--- config.mk ---
export PLATFORM = sky130hd
export DESIGN_NAME = carp_bol_birimi
export DESIGN_NICKNAME = d
export VERILOG_FILES = /design/src/rtl/carp_bol_birimi.sv
export SDC_FILE = /design/constraint.sdc
export NUM_CORES = 1
export LEC_CHECK = 0
export CORE_ASPECT_RATIO = 0.8
export CORE_UTILIZATION = 32
export CTS_CLUSTER_SIZE = 40
export DETAILED_ROUTE_END_ITERATION = 12
export HOLD_SLACK_MARGIN = 0.12
export SETUP_SLACK_MARGIN = 0.1
export SLEW_MARGIN = 15
export SYNTH_ARGS = -nofsm -noshare
export SYNTH_HDL_FRONTEND = slang
export SYNTH_SLANG_ARGS = --single-unit
--- constraint.sdc ---
create_clock -name clk_i -period 4.6 [get_ports clk_i]
set_input_delay 1.15 -clock clk_i [delete_from_list [all_inputs] [get_ports clk_i]]
set_output_delay 1.15 -clock clk_i [all_outputs]
set_load 0.01 [all_outputs]
--- src/rtl/carp_bol_birimi.sv ---
// Iterative RV32M multiply/divide unit: ADIM_BIT result bits per cycle, valid/ready on both
// sides, stall while busy, flush aborts the operation in flight.
module carp_bol_birimi #(
  parameter int VERI_BIT = 32,
  parameter int ADIM_BIT = 1,
  parameter int TAG_BIT  = 4
) (
  input  logic                clk_i,
  input  logic                rst_i,
  input  logic                bosalt_i,
  input  logic                istek_gecerli_i,
  output logic                istek_hazir_o,
  input  logic [2:0]          istek_islem_i,
  input  logic [VERI_BIT-1:0] istek_islec1_i,
  input  logic [VERI_BIT-1:0] istek_islec2_i,
  input  logic [TAG_BIT-1:0]  istek_etiket_i,
  output logic                sonuc_gecerli_o,
  input  logic                sonuc_hazir_i,
  output logic [VERI_BIT-1:0] sonuc_o,
  output logic [TAG_BIT-1:0]  sonuc_etiket_o,
  output logic                duraklat_o
);

  localparam int W       = VERI_BIT;
  localparam int ADIM_N  = VERI_BIT / ADIM_BIT;
  localparam int SAY_BIT = $clog2(ADIM_N) + 1;

  typedef enum logic [1:0] {BOS, HESAPLA, DUZELT, SONUC} durum_t;

  durum_t             r_durum;
  logic [SAY_BIT-1:0] r_sayac;
  logic [2:0]         r_islem;
  logic [W-1:0]       r_a, r_hi, r_lo, r_sonuc;
  logic               r_neg_q, r_neg_r, r_gecerli, r_duraklat;
  logic [TAG_BIT-1:0] r_etiket;

  logic               w_hazir, w_kabul, w_isaretli1, w_isaretli2, w_neg1, w_neg2;
  logic               w_bolen_sifir, w_tasma, w_hizli;
  logic [W-1:0]       w_mag1, w_mag2, w_hizli_sonuc, w_rem, w_quo, w_duzelt;
  logic [2*W:0]       w_m;
  logic [W:0]         w_kaydir;
  logic [2*W-1:0]     w_urun, w_urun_s;

  assign w_hazir = !rst_i && !bosalt_i &&
                   (r_durum == BOS || (r_durum == SONUC && sonuc_hazir_i));
  assign w_kabul = istek_gecerli_i && w_hazir;

  // MUL's low half is sign-agnostic, so it is treated as unsigned.
  assign w_isaretli1 = (istek_islem_i == 3'b001) || (istek_islem_i == 3'b010) ||
                       (istek_islem_i == 3'b100) || (istek_islem_i == 3'b110);
  assign w_isaretli2 = (istek_islem_i == 3'b001) || (istek_islem_i == 3'b100) ||
                       (istek_islem_i == 3'b110);
  assign w_neg1 = w_isaretli1 && istek_islec1_i[W-1];
  assign w_neg2 = w_isaretli2 && istek_islec2_i[W-1];
  assign w_mag1 = w_neg1 ? (~istek_islec1_i + 1'b1) : istek_islec1_i;
  assign w_mag2 = w_neg2 ? (~istek_islec2_i + 1'b1) : istek_islec2_i;

  assign w_bolen_sifir = istek_islem_i[2] && (istek_islec2_i == '0);
  assign w_tasma = istek_islem_i[2] && !istek_islem_i[0] &&
                   (istek_islec1_i == {1'b1, {(W-1){1'b0}}}) && (istek_islec2_i == '1);
  assign w_hizli = w_bolen_sifir || w_tasma;
  assign w_hizli_sonuc = w_bolen_sifir ? (istek_islem_i[1] ? istek_islec1_i : '1)
                                       : (istek_islem_i[1] ? '0 : istek_islec1_i);

  // One iteration step: shift-add product in {hi,lo} and restoring division in (rem,quo).
  always_comb begin
    w_m      = {1'b0, r_hi, r_lo};
    w_rem    = r_hi;
    w_quo    = r_lo;
    w_kaydir = '0;
    for (int k = 0; k < ADIM_BIT; k++) begin
      if (w_m[0]) w_m[2*W:W] = w_m[2*W:W] + {1'b0, r_a};
      w_m = w_m >> 1;
      w_kaydir = {w_rem, w_quo[W-1]};
      w_quo = {w_quo[W-2:0], 1'b0};
      if (w_kaydir >= {1'b0, r_a}) begin
        w_kaydir = w_kaydir - {1'b0, r_a};
        w_quo[0] = 1'b1;
      end
      w_rem = w_kaydir[W-1:0];
    end
  end

  always_comb begin
    w_urun   = {r_hi, r_lo};
    w_urun_s = r_neg_q ? (~w_urun + 1'b1) : w_urun;
    if (!r_islem[2])
      w_duzelt = (r_islem[1:0] == 2'b00) ? w_urun_s[W-1:0] : w_urun_s[2*W-1:W];
    else if (r_islem[1])
      w_duzelt = r_neg_r ? (~r_hi + 1'b1) : r_hi;
    else
      w_duzelt = r_neg_q ? (~r_lo + 1'b1) : r_lo;
  end

  always_ff @(posedge clk_i) begin
    if (rst_i) begin
      r_durum    <= BOS;
      r_sayac    <= '0;
      r_islem    <= '0;
      r_a        <= '0;
      r_hi       <= '0;
      r_lo       <= '0;
      r_neg_q    <= 1'b0;
      r_neg_r    <= 1'b0;
      r_sonuc    <= '0;
      r_etiket   <= '0;
      r_gecerli  <= 1'b0;
      r_duraklat <= 1'b0;
    end else if (bosalt_i) begin
      r_durum    <= BOS;
      r_sayac    <= '0;
      r_gecerli  <= 1'b0;
      r_duraklat <= 1'b0;
    end else begin
      case (r_durum)
        BOS, SONUC: begin
          if (w_kabul) begin
            r_islem    <= istek_islem_i;
            r_etiket   <= istek_etiket_i;
            r_neg_q    <= w_neg1 ^ w_neg2;
            r_neg_r    <= w_neg1;
            r_hi       <= '0;
            r_duraklat <= 1'b1;
            // Multiply keeps the multiplier in lo; divide keeps the dividend there.
            r_a  <= istek_islem_i[2] ? w_mag2 : w_mag1;
            r_lo <= istek_islem_i[2] ? w_mag1 : w_mag2;
            if (w_hizli) begin
              r_durum   <= SONUC;
              r_sonuc   <= w_hizli_sonuc;
              r_gecerli <= 1'b1;
            end else begin
              r_durum   <= HESAPLA;
              r_sayac   <= SAY_BIT'(ADIM_N - 1);
              r_gecerli <= 1'b0;
            end
          end else if (r_durum == SONUC && sonuc_hazir_i) begin
            r_durum    <= BOS;
            r_gecerli  <= 1'b0;
            r_duraklat <= 1'b0;
          end
        end
        HESAPLA: begin
          if (r_islem[2]) begin
            r_hi <= w_rem;
            r_lo <= w_quo;
          end else begin
            r_hi <= w_m[2*W-1:W];
            r_lo <= w_m[W-1:0];
          end
          if (r_sayac == '0) r_durum <= DUZELT;
          else               r_sayac <= r_sayac - SAY_BIT'(1);
        end
        DUZELT: begin
          r_sonuc   <= w_duzelt;
          r_gecerli <= 1'b1;
          r_durum   <= SONUC;
        end
        default: r_durum <= BOS;
      endcase
    end
  end

  assign istek_hazir_o   = w_hazir;
  assign sonuc_gecerli_o = r_gecerli;
  assign sonuc_o         = r_sonuc;
  assign sonuc_etiket_o  = r_etiket;
  assign duraklat_o      = r_duraklat;

endmodule

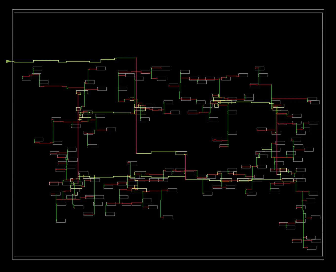
(images/clock_nets.png)
Sink Count: 147
flip-flop and latch count: 147
clock skew: 0.0142 ns
clock-net power: 1380 uW

==> results.json <==
{
  "syn-instance-count": 2219,
  "yosys-stat-area_um2": 15800,
  "design_area_um2": 18300,
  "dominant-cell-class": "logic gates",
  "hold_depth": 2,
  "yosys_warnings": 0,
  "tightest_slew_ns": 1.10,
  "max_stage_delay_ns": 0.49,
  "ys_cells": 2219,
  "clk_latency_ns": 0.46,
  "yosys-top-cells-count": "a21oi_1 (222), nand2_1 (205), nor2_1 (202), o21ai_0 (159), clkbuf_1 (157)",
  "syn_area_um2": 15800,
  "routed-wl-met2_mm": 27.4,
  "ys_async_sr_fraction_pct": 0,
  "cp.depth": 14,
  "gr-total-overflow": 0,
  "diodes": 0,
  "m1WireLength_mm": 32.3,
  "crit_start": "istek_islec1_i[0]",
  "startpoint_type": "input port",
  "std_cell_rows": 72,
  "post_cts_buffers": 0,
  "rsz0062_at_grt": "no",
  "top_layer_used": "met4",
  "dieArea_um2": 50400,
  "period_minus_slack_ns": 4.24,
  "min_period_over_period_pct": 92.2,
  "rr_worst_depth": 11,
  "ant_nets": 0,
  "ctsHoldBuffers": 0,
  "reg2reg_to": "r_hi[11]",
  "via_count": 17700,
  "slowest_stage": "clkdlybuf4s50_1",
  "status": "finished, final reports clean",
  "cpMostUsedCell": "buf_4",
  "place.gp.congestion": 1.02,
  "grtUsageTotal_pct": 26.2,
  "area_growth_pct": 15.4,
  "sh_comb_area_pct": 65.3,
  "arrival_ns": 4.56,
  "avgSynthCellArea_um2": 7.14,
  "core_area_um2": 48600,
  "nMultiInputCombCells": 1816,
  "place_ws_ns": 0.0490,
  "register_area_um2": 2950,
  "grt_pass1_wl_mm": 102,
  "fillCellCount": 5115,
  "largest_area_cell": "dfxtp_1",
  "numCtsBuffers": 17,
  "chipWidth_um": 251,
  "cts_resized": 0,
  "io-pin-count": 115,
  "syn_nets": 2372,
  "synthFlopType": "dfxtp_1",
  "leakagePower_uw": 0.00705,
  "die_h_um": 201,
  "final-clk-cell-share_pct": 3.02,
  "nets": 2408,
  "critPathTopFamily": "simple AND/OR/NAND/NOR gates",
  "required_ns": 4.92,
  "ys_types": 90,
  "r2r_slack_ns": 0.74,
  "setup_viol": 0,
  "portBuffers": 114,
  "whs_ns": 0.453,
  "cts_buffer_depth": 2,
  "irDropWorstVdd_uv": 177,
  "worstSetupEndpoint": "r_a[26]",
  "seq_area_share_pct": 16.1,
  "htreeDepth": 4,
  "initCoreUtil_pct": 32.6,
  "dp_cells": 2865,
  "grt_pass1_vias": 16000,
  "reg2reg_from": "r_lo[31]",
  "initialDrtViolationCount": 2264,
  "power.total_uw": 4240,
  "tapCellCount": 629
}
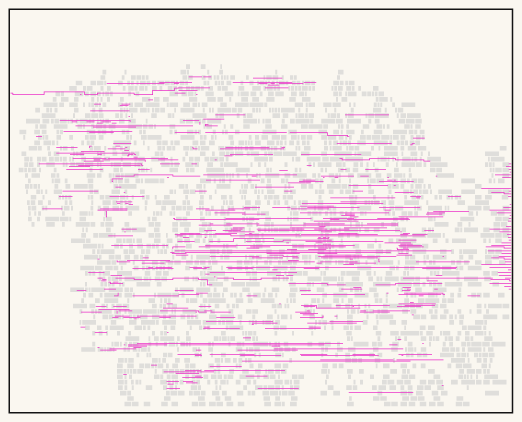
(images/m3.png)
(2 px per um)
The layer carries 5890 um of wire. 316 nets have wire on it. The layer holds 8.7% of the routed length. The wires run mostly horizontal.
Routed WL: 67.5 mm
grt met3 use: 5.08%

==> cells by family (layout without fill, tap and decap cells) <==
group	Yosys count	count (layout)	share of synthesized area [%]
fa+ha+maj	102	102	7.75
flops	147	147	18.6
buf+inv	256	305	6.23
simple gates	700	700	21.4
mux	73	73	4.86
compound gates	751	751	30.7
xor+xnor	190	190	10.5
==> power breakdown <==
group          internal [uW]  switching, uW  total (uW)
Clock                    724            652        1380
Sequential              1320           68.0        1380
Combinational            531            950        1480
Total                   2570           1670        4240
==> flip-flops by register name (all words and copies together) (netlist names), 2 cells and up <==
register	flops
r_islem	3
sonuc_etiket_o	4
r_lo	32
sonuc_o	32
r_hi	32
r_a	32
r_sayac	6
r_durum	2
No activity file was given, so power comes from the tool's default toggle rates.
